**src/rtl/filter_stream_driver.sv**
```systemverilog
// Host-side driver for the moving-average filter: queues samples, issues them as
// single-cycle data_valid pulses, watches the busy window and collects results.
module filter_stream_driver #(
  parameter int DATA_WIDTH     = 8,
  parameter int SFIFO_DEPTH    = 4,
  parameter int RFIFO_DEPTH    = 4,
  parameter int TIMEOUT_CYCLES = 64
) (
  input  logic                  clk,
  input  logic                  rst_n,
  input  logic                  cfg_enable,
  input  logic [3:0]            cfg_num_taps,
  input  logic                  clr_err,
  input  logic                  s_valid,
  input  logic [DATA_WIDTH-1:0] s_data,
  output logic                  s_ready,
  output logic                  flt_enable,
  output logic [3:0]            flt_num_taps,
  output logic                  flt_data_valid,
  output logic [DATA_WIDTH-1:0] flt_data_in,
  input  logic                  flt_data_ready,
  input  logic                  flt_busy,
  input  logic                  flt_result_valid,
  input  logic [DATA_WIDTH-1:0] flt_result,
  output logic                  m_valid,
  output logic [DATA_WIDTH-1:0] m_data,
  input  logic                  m_ready,
  output logic                  timeout_err,
  output logic                  overflow_err,
  output logic [1:0]            state
);

  localparam int SAW = $clog2(SFIFO_DEPTH);
  localparam int RAW = $clog2(RFIFO_DEPTH);
  localparam int TW  = $clog2(TIMEOUT_CYCLES);

  typedef enum logic [1:0] {
    IDLE     = 2'b00,
    ISSUE    = 2'b01,
    SETTLE   = 2'b10,
    WAIT_RES = 2'b11
  } state_t;

  state_t                st;
  logic [TW-1:0]         timer;

  logic [DATA_WIDTH-1:0] smem [SFIFO_DEPTH];
  logic [SAW:0]          s_wr, s_rd;
  logic                  s_empty, s_full, s_push, s_pop;

  logic [DATA_WIDTH-1:0] rmem [RFIFO_DEPTH];
  logic [RAW:0]          r_wr, r_rd;
  logic                  r_empty, r_full, r_push, r_pop, ovf_evt, tmo_evt;

  // Sample FIFO: pointers carry one extra wrap bit so full/empty need no counter.
  assign s_empty = (s_wr == s_rd);
  assign s_full  = (s_wr[SAW] != s_rd[SAW]) && (s_wr[SAW-1:0] == s_rd[SAW-1:0]);
  assign s_ready = !s_full;
  assign s_push  = s_valid && !s_full;
  assign s_pop   = (st == ISSUE) && cfg_enable;

  always_ff @(posedge clk) begin
    if (s_push) smem[s_wr[SAW-1:0]] <= s_data;
  end

  always_ff @(posedge clk or negedge rst_n) begin
    if (!rst_n) begin
      s_wr <= '0;
      s_rd <= '0;
    end else begin
      if (s_push) s_wr <= s_wr + 1'b1;
      if (s_pop)  s_rd <= s_rd + 1'b1;
    end
  end

  assign flt_enable     = cfg_enable;
  assign flt_data_valid = (st == ISSUE);
  assign flt_data_in    = (st == ISSUE) ? smem[s_rd[SAW-1:0]] : '0;
  assign state          = st;

  assign tmo_evt = (st == WAIT_RES) && flt_busy && !flt_result_valid &&
                   (timer == TW'(TIMEOUT_CYCLES - 1));

  // Issue FSM: one pulse per sample, then a guard cycle before watching busy.
  always_ff @(posedge clk or negedge rst_n) begin
    if (!rst_n) begin
      st           <= IDLE;
      timer        <= '0;
      flt_num_taps <= '0;
      timeout_err  <= 1'b0;
    end else begin
      timeout_err <= tmo_evt || (timeout_err && !clr_err);
      case (st)
        IDLE: begin
          flt_num_taps <= cfg_num_taps;
          if (cfg_enable && flt_data_ready && !s_empty) st <= ISSUE;
        end
        ISSUE:  st <= cfg_enable ? SETTLE : IDLE;
        SETTLE: begin
          timer <= '0;
          st    <= flt_busy ? WAIT_RES : IDLE;
        end
        WAIT_RES: begin
          if (flt_result_valid || !flt_busy || tmo_evt) st <= IDLE;
          else timer <= timer + 1'b1;
        end
        default: st <= IDLE;
      endcase
    end
  end

  // Result FIFO: a push into a full FIFO survives only if a pop frees a slot.
  assign r_empty = (r_wr == r_rd);
  assign r_full  = (r_wr[RAW] != r_rd[RAW]) && (r_wr[RAW-1:0] == r_rd[RAW-1:0]);
  assign m_valid = !r_empty;
  assign m_data  = r_empty ? '0 : rmem[r_rd[RAW-1:0]];
  assign r_pop   = m_valid && m_ready;
  assign r_push  = flt_result_valid && (!r_full || r_pop);
  assign ovf_evt = flt_result_valid && r_full && !r_pop;

  always_ff @(posedge clk) begin
    if (r_push) rmem[r_wr[RAW-1:0]] <= flt_result;
  end

  always_ff @(posedge clk or negedge rst_n) begin
    if (!rst_n) begin
      r_wr         <= '0;
      r_rd         <= '0;
      overflow_err <= 1'b0;
    end else begin
      if (r_push) r_wr <= r_wr + 1'b1;
      if (r_pop)  r_rd <= r_rd + 1'b1;
      overflow_err <= ovf_evt || (overflow_err && !clr_err);
    end
  end

endmodule
```
**config.mk**
```make
export PLATFORM = sky130hd
export DESIGN_NAME = filter_stream_driver
export DESIGN_NICKNAME = d
export VERILOG_FILES = /design/src/rtl/filter_stream_driver.sv
export SDC_FILE = /design/constraint.sdc
export NUM_CORES = 1
export LEC_CHECK = 0
export CORE_ASPECT_RATIO = 1.75
export CORE_MARGIN = 2
export CORE_UTILIZATION = 55
export DETAILED_ROUTE_END_ITERATION = 7
export GPL_ROUTABILITY_DRIVEN = 0
export PLACE_DENSITY = 0.81
export REMOVE_ABC_BUFFERS = 1
export SLEW_MARGIN = 20
export SYNTH_ARGS = -nofsm -noshare
export SYNTH_HDL_FRONTEND = slang
export SYNTH_SLANG_ARGS = --single-unit
export TNS_END_PERCENT = 30
```
**constraint.sdc**
```tcl
create_clock -name clk -period 3.7 [get_ports clk]
set_clock_uncertainty 0.2 [all_clocks]
set_input_delay 0.37 -clock clk [delete_from_list [all_inputs] [get_ports clk]]
set_output_delay 0.37 -clock clk [all_outputs]
set_load 0.02 [all_outputs]
```
### Track usage over the die

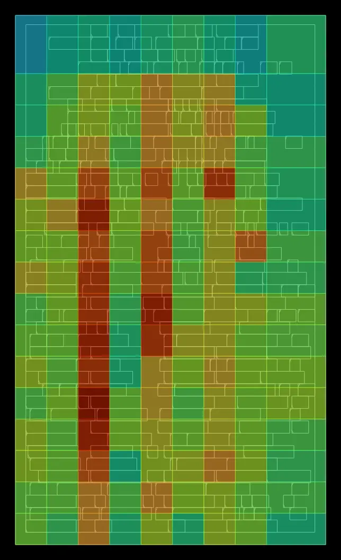
met2 usage: 0.305
utilization after layout: 0.692

### Clock network drawn from the DEF

(6 px per um)
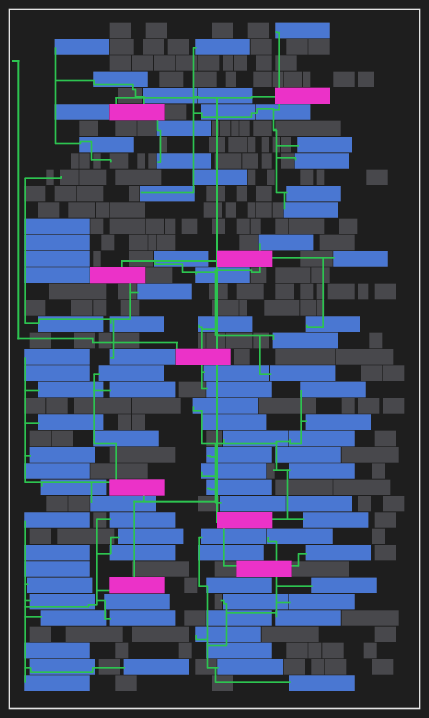
legend:
  magenta:
    item: clock drivers
    count: 9
  green:
    item: clock wires
    length: 906 um
  blue:
    item: flip-flops
    count: 90
routed clock nets: 10
flops lie: all over the die
Clock group: 0.000955 W
clock share of power: 0.230
Late-Pin Clk Latency: 0.33 ns

### Logic cells by family

(4 px per um)
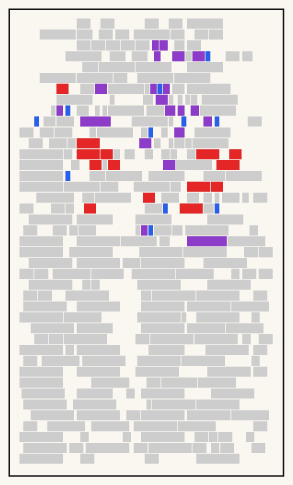
legend:
  red:
    family: xor and xnor cells
    cells: 14
  blue:
    family: inv cells
    cells: 11
  purple:
    family: aoi and oai cells
    cells: 20

==> results.yml <==
# flow metrics
run_status:
  status: "complete, no violations"
layout:
  area_delta_synth_final_pct: 23.7
  nets: 333
  fin_cells: 384
  num_antenna_cells: 0
route:
  vias_per_cell: 5.50
  maxUsedRoutingLayer: "met4"
  drt-met1-wl_mm: 2.49
  wirelength_mm: 6.28
  routed-wl-met3_um: 230
final_timing:
  period_minus_slack_ns: 2.98
  hold_viol: 0
  rsz0062_at_grt: "no"
  clock.fmax_mhz: 336
  setup_ws_ns: 0.720
  setup_tns_ns: 0
setup_path:
  crit_chain: "mux4_1 -> and2_1 -> clkdlybuf4s50_1"
  start_kind: "flop"
  timing.reg2reg.setup_slack_ns: 1.44
  worstPathRequired_ns: 3.13
yosys:
  yosys_cells: 233
  top_area_cell: "edfxtp_1"
  yosysUniqueCellTypes: 43
  yosys.area.top_type_share: 0.485
  syn-cell-area_mm2: 0.00396
  synthAdderAreaFrac: 0.0347
  syn-instance-count: 233
  avgSynthCellArea_um2: 17.0
pwr:
  combPwrFrac: 0.375
  p_seq_frac: 0.395
  p_int_w: 0.00279
  power.density_mw_per_mm2: 848
grt:
  grt_max_degree: 27
  antenna_found_initial: 0
  grt_usage: 0.177
die:
  die-area_mm2: 0.00793
  fp_util: 0.560
  die_h_um: 116
  die_w_um: 68.2
  num_rows: 41
clock_network:
  cts.clk_slew.worst_paths_ns: 0.06
  clk_path_buf_depth: 2
  cts_resized: 0
place:
  io_buffers: 56
  place_inst: 368
-- cell type report --
cell class              instances  area, um^2
clock buffers                  11         233
clock inverters                 5        85.1
fillers                       495        2180
inverters                      11        41.3
multi-input cells             123        1280
flip-flops and latches         90        2570
well taps                      86         108
repair buffers                 58         576
-- cells in the final DEF (no fill, tap or decap), types with 2 or more instances in the layout --
master           instances
mux4_1                  15
a21oi_1                  4
edfxtp_1                64
ha_1                    11
and2_1                  19
clkbuf_1                 2
clkdlybuf4s50_1         56
inv_6                    2
dfrtp_1                 26
mux2_2                   5
buf_4                    2
nand2b_1                 2
xor2_1                   2
and2_4                   2
inv_1                   11
xnor2_2                  4
bufinv_16                2
nand3_1                 10
nand2_1                 10
xor2_2                   2
a31oi_1                  2
xnor2_1                  6
clkbuf_16                9
nor2_1                   3
and2_2                   3
o21ai_0                  3
No activity file was given, so power comes from the tool's default toggle rates.
